==> config.mk <==
export PLATFORM = sky130hd
export DESIGN_NAME = aes_ct_serializer_flat
export DESIGN_NICKNAME = d
export VERILOG_FILES = /design/src/rtl/aes_pkg.sv /design/src/rtl/aes_ct_if.sv /design/src/rtl/aes_block_fifo.sv /design/src/rtl/aes_ct_serializer.sv /design/src/flat_wrapper.sv
export SDC_FILE = /design/constraint.sdc
export NUM_CORES = 1
export LEC_CHECK = 0
export CAP_MARGIN = 20
export CORE_ASPECT_RATIO = 1.25
export CORE_UTILIZATION = 55
export DETAILED_ROUTE_END_ITERATION = 7
export PLACE_DENSITY = 0.88
export SYNTH_ARGS = -nofsm -noshare
export SYNTH_HDL_FRONTEND = slang
export SYNTH_HIERARCHICAL = 1
export SYNTH_SLANG_ARGS = --single-unit
==> constraint.sdc <==
create_clock -name clk -period 6.55 [get_ports clk]
set_input_delay 0.9825 -clock clk [delete_from_list [all_inputs] [get_ports clk]]
set_output_delay 0.9825 -clock clk [all_outputs]
set_load 0.05 [all_outputs]
### Power grid

Drawn at 2 px/micron. Pins as bars on the die edge. Tap cells in grey.
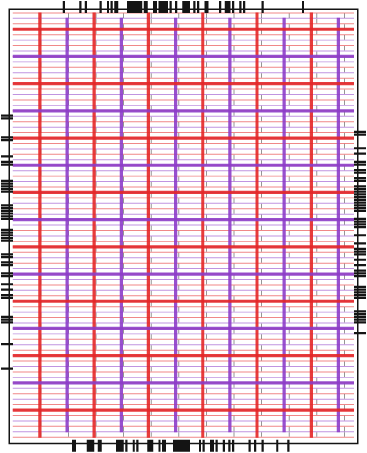
[red] VSS
[purple] VDD
met1 rails: 79
met5 straps: 15
core area: 36200 sq um
maximum resistive drop on vdd: 0.191 mV
Die X: 173 microns
chip height: 216 microns

### Cell classes on the final placement

Drawn at 2 px/micron. Fill, decap, tap and diode cells in grey.
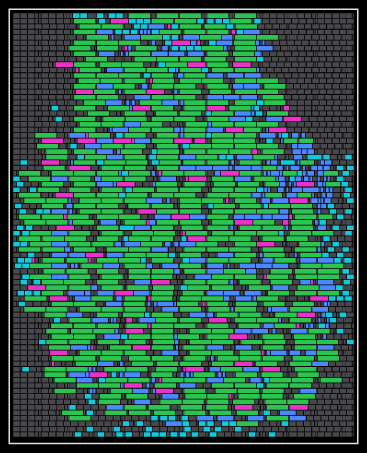
[cyan] remaining buffers and delay cells | cells: 187
[green] sequential cells | cells: 524
[magenta] clock drivers and dummy loads | cells: 84
[blue] remaining logic cells | cells: 320
register fraction of the total cell area: 65.9%
fin util: 65.4%
cell area after layout: 23700 sq um

==> flow_summary.yaml <==
# flow metrics
detailed_routing:
  length_of_the_first_detailed_routing_pass_in_iterations: 5
  drc_viols: 0
  detailroute.via_count: 9956
  drt-wirelength-per-cell_microns: 27.6
  avgViaCountPerCell: 6.23
  drt_wl_total_microns: 44000
  final_antenna_net_count: 0
  first_iter_violations: 1066
timing:
  final_min_period_over_clock_period_pct: 76.4
  worst_slack_setup_final_ns: 1.54
  max_freq_ghz: 0.200
  worst_slack_on_hold_paths_ns: 0.511
  final_count_of_negative_setup_slack_endpoints: 0
  timing.clock.skew_ns: 0.0267
  report.final.hold_viol_count: 0
floorplanning:
  initCoreUtil_pct: 55.8
  floorplan.rows: 78
  design.die.area_sq_um: 37500
layout:
  fin_nets: 1224
  final_layout_size_suffix_gt1_share_pct: 21.3
  area_delta_synth_final_pct: 17.2
  layout_top_cell_excl_fill_tap: "edfxtp_1"
  max_reg_flops: 512
  fin_cells: 1598
global_routing:
  grt_first_pass_wirelength_microns: 65700
  pin_count_of_the_biggest_net_entering_global_routing: 129
  grt_antenna_before_repair: 4
min_path:
  worst_hold_path_type: "flop to flop"
worst_setup_path:
  critical_path.top_delay_family: "buffers and inverters"
  crit_path_max_fanout: 57
  worst-setup-path-type: "flop to output port"
  crit_required_ns: 5.57
  arrival_ns: 4.02
clock_tree:
  clock_buffer_count_from_cts: 48
  htreeDepth: 2
  post-cts-setup-buffer-count: 0
  worst_setup_hold_path_clk_slew_ns: 0.06
  post_cts_resize_count: 0
  buffer_type_at_the_clock_tree_root: "clkbuf_16"
pwr:
  p_leak_nw: 7.28
  total_power_mw: 7.01
  powerDensity_nw_per_um2: 296
job:
  drv.max_cap_violation_count: 0
  total_tool_warning_count: 35
placement:
  dp_worst_setup_slack_ns: 2.16
  detailedPlacementHpwl_microns: 25000
outcome:
  outcome: "finished clean"
metal layers:
layer  vias up  GRT usage, %  share of wire [%]
met5         -             0              0.061
met4         4          9.41                3.2
met1      5180          30.5                 37
met3       100          4.07                7.3
li1       4138             -                  -
met2       534          41.7                 53
power breakdown:
group / switching, mW / total [mW] / internal (mW)
clock network: 1.16 / 2.59 / 1.43
registers: 0.0436 / 3.90 / 3.86
logic: 0.314 / 0.524 / 0.210
cell type report:
cell class,instances,area (sq um)
Antenna cell,3,7.51
Clock buffer,58,1240
Clock inverter,26,195
Fill cell,2188,12500
Inverter,10,37.5
Multi-Input combinational cell,310,4130
Sequential cell,524,15600
Tap cell,480,601
Timing Repair Buffer,187,1860
Power figures rest on the tool's default switching activity, not on a simulated workload.
